placement_by_type.png
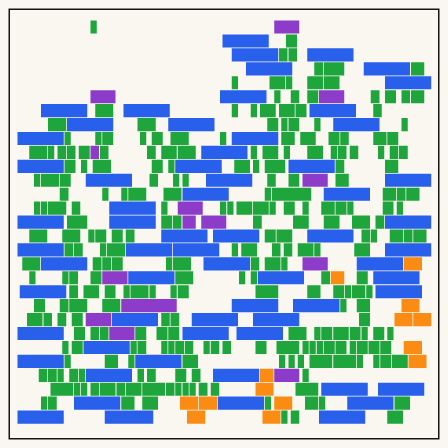
flops_by_reg.png
Scale bar: 20 um. Other sequential cells in the stronger gray, the rest of the logic in the fainter gray.
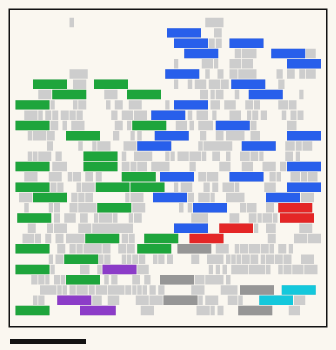
placement.png
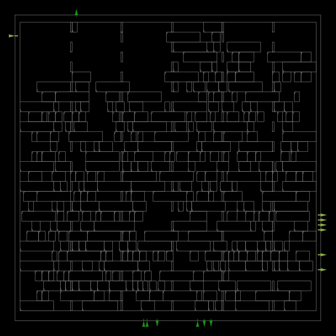
===== src/rtl/key_led_pkg.sv =====
// Shared state, event and mode encodings for the key gesture / LED controller.
package key_led_pkg;

   typedef enum logic [4:0] {
      IDLE      = 5'b00001,
      PRESSED   = 5'b00010,
      WAIT2     = 5'b00100,
      PRESSED2  = 5'b01000,
      LONG_HOLD = 5'b10000
   } state_e;

   localparam logic [1:0] EVT_SINGLE = 2'b01;
   localparam logic [1:0] EVT_DOUBLE = 2'b10;
   localparam logic [1:0] EVT_LONG   = 2'b11;

   localparam logic [1:0] MODE_OFF    = 2'd0;
   localparam logic [1:0] MODE_STEADY = 2'd1;
   localparam logic [1:0] MODE_FLASH  = 2'd2;
   localparam logic [1:0] MODE_CHASE  = 2'd3;

   function automatic int unsigned max_u(input int unsigned a, input int unsigned b);
      return (a > b) ? a : b;
   endfunction

   // Single click walks OFF->STEADY->FLASH->CHASE, then cycles back to STEADY.
   function automatic logic [1:0] next_mode(input logic [1:0] m);
      return (m == MODE_CHASE) ? MODE_STEADY : m + 2'd1;
   endfunction

endpackage


===== src/rtl/key_led_pattern_gen.sv =====
// LED pattern engine: half-period tick counter and LED register.
// Pattern restarts from its initial phase whenever mode or speed changes.
module led_pattern_gen
   import key_led_pkg::*;
#(
   parameter int unsigned FLASH_CYC = 12_500_000,
   parameter int unsigned LED_W     = 4
) (
   input  logic             clk,
   input  logic             rst,
   input  logic [1:0]       mode_i,
   input  logic             fast_i,
   output logic [LED_W-1:0] led_o
);

   localparam int unsigned SLOW_HP = max_u(FLASH_CYC, 1);
   localparam int unsigned FAST_HP = max_u(FLASH_CYC / 4, 1);
   localparam int unsigned TICK_W  = max_u($clog2(SLOW_HP), 1);

   logic [TICK_W-1:0] tick_q, tick_d, tick_last;
   logic [LED_W-1:0]  led_q, led_d, led_start;
   logic [1:0]        mode_seen_q;
   logic              fast_seen_q;
   logic              changed;

   always_comb begin
      tick_last = fast_i ? TICK_W'(FAST_HP - 1) : TICK_W'(SLOW_HP - 1);
      changed   = (mode_i != mode_seen_q) || (fast_i != fast_seen_q);
      case (mode_i)
         MODE_OFF:   led_start = '0;
         MODE_CHASE: led_start = LED_W'(1);
         default:    led_start = '1;
      endcase
      tick_d = tick_q + TICK_W'(1);
      led_d  = led_q;
      if (changed) begin
         tick_d = '0;
         led_d  = led_start;
      end else if (tick_q == tick_last) begin
         tick_d = '0;
         case (mode_i)
            MODE_FLASH: led_d = ~led_q;
            MODE_CHASE: led_d = {led_q[LED_W-2:0], led_q[LED_W-1]};
            default:    led_d = led_start;
         endcase
      end
   end

   always_ff @(posedge clk or posedge rst) begin
      if (rst) begin
         tick_q      <= '0;
         led_q       <= '0;
         mode_seen_q <= MODE_OFF;
         fast_seen_q <= 1'b0;
      end else begin
         tick_q      <= tick_d;
         led_q       <= led_d;
         mode_seen_q <= mode_i;
         fast_seen_q <= fast_i;
      end
   end

   assign led_o = led_q;

endmodule


===== src/rtl/key_led_ctrl.sv =====
// Key gesture classifier (single / double / long) driving LED mode and speed.
// Define KEY_LED_DBL_EN to enable double-click detection.
module key_led_ctrl
   import key_led_pkg::*;
#(
   parameter int unsigned LONG_CYC  = 50_000_000,
   parameter int unsigned DBL_CYC   = 15_000_000,
   parameter int unsigned FLASH_CYC = 12_500_000,
   parameter int unsigned LED_W     = 4
) (
   input  logic             clk,
   input  logic             rst,
   input  logic             key_flag,
   input  logic             key_state,
   output logic             evt_valid,
   output logic [1:0]       evt_code,
   output logic [1:0]       mode,
   output logic             fast,
   output logic [LED_W-1:0] led
);

   localparam int unsigned CNT_W = $clog2(max_u(max_u(LONG_CYC, DBL_CYC), 2));
   localparam logic [CNT_W-1:0] HOLD_LAST = CNT_W'(LONG_CYC - 1);

   logic             key_press, key_rel;
   state_e           state_q;
   logic [CNT_W-1:0] hold_cnt_q;
   logic             evt_valid_q;
   logic [1:0]       evt_code_q;
   logic [1:0]       mode_q;
   logic             fast_q;
`ifdef KEY_LED_DBL_EN
   localparam logic [CNT_W-1:0] GAP_LAST = CNT_W'(DBL_CYC - 1);
   logic [CNT_W-1:0] gap_cnt_q;
`endif

   assign key_press = key_flag & ~key_state;
   assign key_rel   = key_flag &  key_state;

   always_ff @(posedge clk or posedge rst) begin
      if (rst) begin
         state_q     <= IDLE;
         hold_cnt_q  <= '0;
         evt_valid_q <= 1'b0;
         evt_code_q  <= 2'b00;
         mode_q      <= MODE_OFF;
         fast_q      <= 1'b0;
`ifdef KEY_LED_DBL_EN
         gap_cnt_q   <= '0;
`endif
      end else begin
         evt_valid_q <= 1'b0;
         case (state_q)
            IDLE: begin
               if (key_press) begin
                  state_q    <= PRESSED;
                  hold_cnt_q <= '0;
               end
            end
            PRESSED: begin
               hold_cnt_q <= hold_cnt_q + CNT_W'(1);
               // Release beats the long-press timeout in the same cycle.
               if (key_rel) begin
`ifdef KEY_LED_DBL_EN
                  state_q   <= WAIT2;
                  gap_cnt_q <= '0;
`else
                  state_q     <= IDLE;
                  evt_valid_q <= 1'b1;
                  evt_code_q  <= EVT_SINGLE;
`endif
               end else if (hold_cnt_q == HOLD_LAST) begin
                  state_q     <= LONG_HOLD;
                  evt_valid_q <= 1'b1;
                  evt_code_q  <= EVT_LONG;
               end
            end
`ifdef KEY_LED_DBL_EN
            WAIT2: begin
               gap_cnt_q <= gap_cnt_q + CNT_W'(1);
               if (key_press) begin
                  state_q    <= PRESSED2;
                  hold_cnt_q <= '0;
               end else if (gap_cnt_q == GAP_LAST) begin
                  state_q     <= IDLE;
                  evt_valid_q <= 1'b1;
                  evt_code_q  <= EVT_SINGLE;
               end
            end
            PRESSED2: begin
               hold_cnt_q <= hold_cnt_q + CNT_W'(1);
               if (key_rel) begin
                  state_q     <= IDLE;
                  evt_valid_q <= 1'b1;
                  evt_code_q  <= EVT_DOUBLE;
               end else if (hold_cnt_q == HOLD_LAST) begin
                  state_q     <= LONG_HOLD;
                  evt_valid_q <= 1'b1;
                  evt_code_q  <= EVT_DOUBLE;
               end
            end
`endif
            LONG_HOLD: begin
               if (key_rel) state_q <= IDLE;
            end
            default: state_q <= IDLE;
         endcase

         // Mode/speed follow the event one cycle after the strobe.
         if (evt_valid_q) begin
            case (evt_code_q)
               EVT_SINGLE: mode_q <= next_mode(mode_q);
`ifdef KEY_LED_DBL_EN
               EVT_DOUBLE: fast_q <= ~fast_q;
`endif
               EVT_LONG: begin
                  mode_q <= MODE_OFF;
                  fast_q <= 1'b0;
               end
               default: ;
            endcase
         end
      end
   end

   led_pattern_gen #(
      .FLASH_CYC (FLASH_CYC),
      .LED_W     (LED_W)
   ) u_pattern (
      .clk    (clk),
      .rst    (rst),
      .mode_i (mode_q),
      .fast_i (fast_q),
      .led_o  (led)
   );

   assign evt_valid = evt_valid_q;
   assign evt_code  = evt_code_q;
   assign mode      = mode_q;
   assign fast      = fast_q;

endmodule


===== config.mk =====
export PLATFORM = sky130hd
export DESIGN_NAME = key_led_ctrl
export DESIGN_NICKNAME = d
export VERILOG_FILES = /design/src/rtl/key_led_pkg.sv /design/src/rtl/key_led_pattern_gen.sv /design/src/rtl/key_led_ctrl.sv
export SDC_FILE = /design/constraint.sdc
export NUM_CORES = 1
export LEC_CHECK = 0
export ABC_AREA = 0
export CORE_MARGIN = 1
export CORE_UTILIZATION = 50
export CTS_CLUSTER_SIZE = 28
export DETAILED_ROUTE_END_ITERATION = 16
export HOLD_SLACK_MARGIN = 0.1
export PLACE_DENSITY = 0.71
export SLEW_MARGIN = 20
export SYNTH_ARGS = -nofsm -noshare
export SYNTH_HDL_FRONTEND = slang
export SYNTH_SLANG_ARGS = --single-unit
export TNS_END_PERCENT = 1

===== constraint.sdc =====
create_clock -name clk -period 4.65 [get_ports clk]
set_input_delay 0.465 -clock clk [delete_from_list [all_inputs] [get_ports clk]]
set_output_delay 0.465 -clock clk [all_outputs]
set_load 0.005 [all_outputs]

==> impl_metrics.py <==
# Flow results
metrics = {
    "power": {
        "switching_share_pct": 30.5,
        "p_clk_mw": 0.474,
        "internal_power_mw": 0.996,
        "clkPwrFrac_pct": 33.1,
        "p_seq_share_pct": 45.3,
        "total_power_mw": 1.43,
        "p_leak_nw": 1.59,
        "switchingPower_mw": 0.437,
        "p_per_area_nw_per_um2": 388,
    },
    "clock_network": {
        "cts_resized": 0,
        "clkSlewWorstSetupHoldPaths_ns": 0.07,
        "cts_buffers": 9,
        "worstSkewPairLatency_ns": 0.35,
    },
    "route": {
        "ant_nets": 0,
        "met2_length_mm": 2.99,
        "drc_errors": 0,
        "met3_length_um": 198,
        "vias_per_cell": 5.90,
    },
    "worst_setup_path": {
        "worst_r2r_path_depth": 4,
        "max_stage_delay_ns": 0.65,
        "path_buffers": 0,
        "worstPathRequired_ns": 4.87,
        "path_cells": "or3b_2, nor3_2, nand4_1, mux2i_1",
        "cp_slowest_cell": "nor3_2",
        "cp_max_fo": 12,
        "reg2reg_to": "hold_cnt_q[25]",
        "reg2reg_slack_ns": 2.39,
        "cp_num_cells": 4,
        "crit_arrival_ns": 2.48,
    },
    "final_layout": {
        "largest_reg_flops": 26,
        "regMostFlops": "hold_cnt_q",
        "fin_cells": 442,
        "buffers": 14,
        "largest_cell_class": "logic gates",
        "logic_gate_count": 264,
        "clockBufferCount": 11,
        "flops": 64,
        "comb_share_pct": 44.2,
        "layout.area.seq_um2": 1600,
        "antenna_cells": 0,
        "drive_above_1_share_pct": 9.04,
        "final_area_um2": 3700,
    },
    "status": {
        "status": "completed",
    },
    "grt": {
        "grt_busiest_layer": "met2",
        "grt_max_degree": 42,
        "grt_pass1_wl_mm": 11.0,
        "grt_use_total_pct": 19.7,
        "met2_usage_pct": 31.3,
        "met3_usage_pct": 4.06,
        "grt_overflow": 0,
    },
    "yosys": {
        "logic_family": "simple AND/OR/NAND/NOR gates",
        "common_cells": "dfrtp_1, nand2_1, nor2_1",
        "ys_cells": 348,
        "yosysTopAreaCellShare_pct": 47.4,
        "compound_area_share_pct": 10.6,
        "syn_inst": 348,
        "synth-edff-count": 0,
        "ys_sh_simple_pct": 27.0,
        "top_area_cell": "dfrtp_1",
        "top_cell": "dfrtp_1",
        "synthArstFlopShare_pct": 100,
        "ys_area_um2": 3330,
        "area_leaders": "dfrtp_1, nand2_1, mux2i_1",
    },
    "timing": {
        "holdWs_ns": 0.460,
        "setup_viol": 0,
        "relSlewSlack_pct": 31.5,
        "finalClockSkew_ns": 0.0106,
        "setup_ws_ns": 2.39,
        "setup-tns-final_ns": 0,
        "tightest_slew_ns": 1.02,
        "post-route-period-util_pct": 48.7,
        "timing.final.crit_period_ns": 2.26,
    },
    "job": {
        "cap_viol_max_count": 0,
    },
    "placed_design": {
        "placedCellCount": 428,
        "gpl.final_weighted_congestion": 0.757,
    },
    "die": {
        "chipArea_um2": 6980,
    },
}
About placement_by_type.png:
- orange: other buffers and delay cells (cells 14)
- purple: clock drivers and dummy loads (cells 14)
- green: combinational and other logic (cells 273)
- blue: flops (cells 64)

About flops_by_reg.png:
- cyan: `u_pattern.mode_seen_q` (sequential cells 2)
- blue: `u_pattern.tick_q` (sequential cells 24)
- purple: `state_q` (sequential cells 3)
- red: `u_pattern.led_o` (sequential cells 4)
- green: `hold_cnt_q` (sequential cells 26)
- not colored: 5

About placement.png:
Row Count: 29
fillers: 560
Final Util: 57.9%
Tap Count: 77

==> cell usage in the layout, fill, tap and decap left out, drive strengths merged, types with 2 or more instances in the layout <==
cell / Yosys / layout
dfrtp: 63 / 63
nand2: 48 / 48
nor2: 27 / 27
nand3: 24 / 24
o21ai: 20 / 20
mux2i: 17 / 17
a21oi: 16 / 16
clkdlybuf4s50: 0 / 12
nand4: 12 / 12
clkbuf: 8 / 11
nor4: 9 / 9
inv: 9 / 9
and3: 8 / 8
xor2: 8 / 8
o31ai: 7 / 7
xnor2: 7 / 7
ha: 6 / 6
or4: 6 / 6
or3: 6 / 6
nor3: 5 / 5
or2: 4 / 4
nand2b: 4 / 4
a31oi: 4 / 4
and4: 3 / 3
a211oi: 3 / 3
and2: 2 / 2
nor4b: 2 / 2
buf: 3 / 2
or4b: 2 / 2
Power and IR drop assume default switching activity.
